==> config.mk <==
export PLATFORM = sky130hd
export DESIGN_NAME = word_serial_tx
export DESIGN_NICKNAME = d
export VERILOG_FILES = /design/src/rtl/word_serial_tx.sv
export SDC_FILE = /design/constraint.sdc
export NUM_CORES = 1
export LEC_CHECK = 0
export CELL_PAD_IN_SITES_DETAIL_PLACEMENT = 1
export CELL_PAD_IN_SITES_GLOBAL_PLACEMENT = 2
export CORE_MARGIN = 1
export CORE_UTILIZATION = 40
export DETAILED_ROUTE_END_ITERATION = 7
export DONT_BUFFER_PORTS = 1
export PLACE_DENSITY_LB_ADDON = 0.3
export SYNTH_ARGS = -nofsm -noshare
export SYNTH_HDL_FRONTEND = slang
export SYNTH_SLANG_ARGS = --single-unit
==> constraint.sdc <==
create_clock -name clk -period 4.03 [get_ports clk]
set_input_delay 0.403 -clock clk [delete_from_list [all_inputs] [get_ports clk]]
set_output_delay 0.403 -clock clk [all_outputs]
set_load 0.01 [all_outputs]
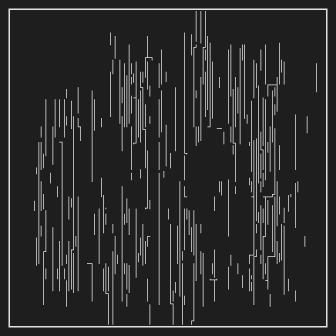
(images/layer_met2.png)
longest straight run	26.5 um
share of all routed wire	52%
main direction	vertical
wire length on this layer	1590 um
vias: 1161
WL final: 3070 um
met2 Use GR: 0.318

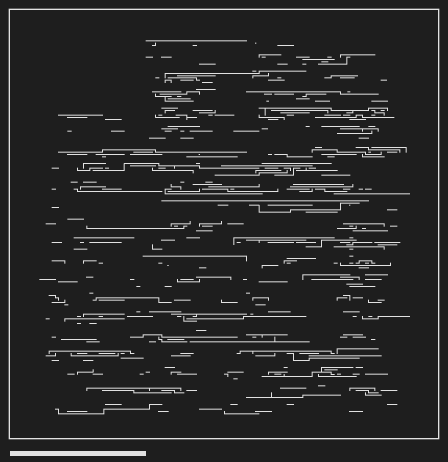
(images/layer_met1.png)
Scale bar: 20 um.
nets with wire on the layer	165
wire length on this layer	1320 um
met1 GRT Util: 0.190

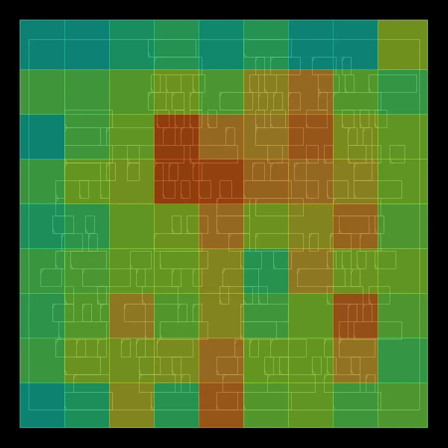
(images/congestion.png)
GR Util met3: 0.0310
wire per inst: 14.5 um
Layout Utilization: 0.439
Total Routing Usage GR: 0.169

==> metrics.yaml <==
global_routing:
  busiest_layer: "met2"
  grt_pass1_wl_um: 5310
  grt_overflow: 0
  grt_max_degree: 33
yosys:
  async_flop_share: 0
  synth_cell_types: 31
  yosys-top-cells-area: "dfxtp_1 (36%), a311oi_2 (14%), nand2_1 (8.9%), xnor2_1 (8.3%), nor2_1 (6.8%)"
  top_area_frac: 0.365
  edf_count: 0
  syn_area_um2: 1480
  ys_cells: 174
  ys_seq_share: 0.365
  syn_avg_cell_area_um2: 8.51
  yosys_warnings: 0
final_timing:
  worst-slew-pin-transition_ns: 0.994
  rsz0062_at_grt: "false"
  maxSlewViolCount: 0
  finalSetupViolations: 0
  min_period_over_period: 0.639
  relSlewSlack: 0.337
  layout_setup_ws_ns: 1.45
  setup_tns_ns: 0
  fmax_mhz: 388
  period_needed_ns: 2.58
clock_tree:
  htree_levels: 1
  clockRootBuffer: "clkbuf_8"
  numCtsBuffers: 3
  holdBufCountCts: 0
  cts_setup_buffers: 0
  cts_tree: "built"
  cts_resized: 0
  cts_buffer_depth: 2
critical_path:
  critPathTopFamily: "AND-OR/OR-AND gates"
  slowest_stage: "o22ai_4"
  crit_chain: "or3b_1, o22ai_4, o21ai_0, a21oi_1, nor2_1"
  worst-path-buf-inv: 0
  slowest_delay_ns: 0.85
  critPathCaptureType: "flop"
  startpoint_type: "flop"
  reg2reg_slack_ns: 1.45
  worstSetupPathType: "reg -> reg"
  path_depth: 5
cells_and_area:
  diodes: 0
  logic_area_um2: 841
  seq_area_um2: 541
  syn_to_final_growth_pct: 1.94
  fin_nets: 188
  drive_gt1_frac: 0.133
power:
  leakagePower_nw: 0.520
detailed_routing:
  antenna_left: 0
  vias_per_cell: 5.48
  drc_errors: 0
  firstDrtPassIters: 4
placement:
  dp_slack_ns: 1.40
  hpwl_um: 2160
  gp_congestion: 0.689
hold_path:
  hold_class: "in -> reg"
  min_path_cells: 1
job:
  cap_viol_max_count: 0
  tool_warnings: 26
floorplan:
  dieArea_um2: 3950
  io_pins: 23
  die.size.x_um: 62.9
status:
  status: "complete, no violations"
==> where the power goes <==
| group | internal, mW | switching [mW] | leakage [nW] |
|---|---|---|---|
| Sequential | 0.286 | 0.0125 | 0.222 |
| Combinational | 0.0485 | 0.0530 | 0.275 |
| Clock | 0.0708 | 0.0847 | 0.0228 |
| Total | 0.406 | 0.150 | 0.520 |
==> Yosys cell counts, types with 4 or more instances <==
cell      instances
nor2_1           27
a311oi_2         14
a21oi_1           8
inv_1             4
xnor2_1          14
nand2_1          35
nor3_1            6
buf_6             4
clkbuf_1          4
dfxtp_1          27
==> layer usage <==
| layer | vias to the layer above | part of all wire |
|---|---|---|
| li1 | 584 | - |
| met1 | 553 | 0.43 |
| met3 | 4 | 0.040 |
| met4 | 0 | 0.013 |
| met5 | - | 0 |
| met2 | 20 | 0.52 |
==> per-stage QoR <==
step	std cells	hold slack (ns)	instance area, um^2	power (mW)
floorplan	174	0.454	1480	0.402
global placement	208	0.463	1470	0.403
detailed placement	208	0.471	1470	0.408
CTS	212	0.176	1510	0.563
global route	212	0.165	1510	0.589
finish	212	0.180	1510	0.556
==> worst reg2reg max path, delay by kind of cell, from the launching register on <==
family	cells	cell delay (ns)
AND-OR/OR-AND	3	1.30
AND/OR/NAND/NOR	2	0.72
flip-flops	1	0.46
==> cell families (layout without fill, tap and decap cells) <==
group | after synthesis | after routing | share of synthesized area
fa+ha+maj | 2 | 2 | 0.0169
xor+xnor | 16 | 16 | 0.0946
flops | 27 | 27 | 0.365
simple gates | 78 | 78 | 0.222
compound gates | 33 | 33 | 0.231
buf+inv | 18 | 10 | 0.0709
==> layout by cell type, fill, tap and decap left out <==
| master | n |
|---|---|
| nor3_1 | 6 |
| clkbuf_8 | 3 |
| nor2_1 | 27 |
| o32a_1 | 1 |
| nand4_1 | 1 |
| a311oi_1 | 1 |
| a21oi_1 | 8 |
| xnor2_1 | 14 |
| inv_1 | 4 |
| buf_4 | 1 |
| a32oi_1 | 1 |
| nand2_1 | 35 |
| a31oi_1 | 1 |
| ha_1 | 2 |
| clkbuf_1 | 1 |
| and3_1 | 1 |
| o22ai_4 | 1 |
| nor3b_2 | 1 |
| o21ai_0 | 3 |
| a311oi_2 | 14 |
| nor4b_1 | 1 |
| nor3b_1 | 1 |
| inv_2 | 1 |
| a22oi_1 | 2 |
| nand3_1 | 3 |
| a211oi_1 | 1 |
| xor2_1 | 2 |
| dfxtp_1 | 27 |
| or2_2 | 1 |
| or3b_1 | 1 |
==> layout make-up <==
| type | instances | area share |
|---|---|---|
| clock buffer | 4 | 0.0298 |
| sequential | 27 | 0.358 |
| inverter | 5 | 0.0124 |
| tap | 46 | 0.0381 |
| timing repair buffer | 1 | 0.00497 |
| multi-input combinational | 129 | 0.557 |
Power and IR drop assume default switching activity.
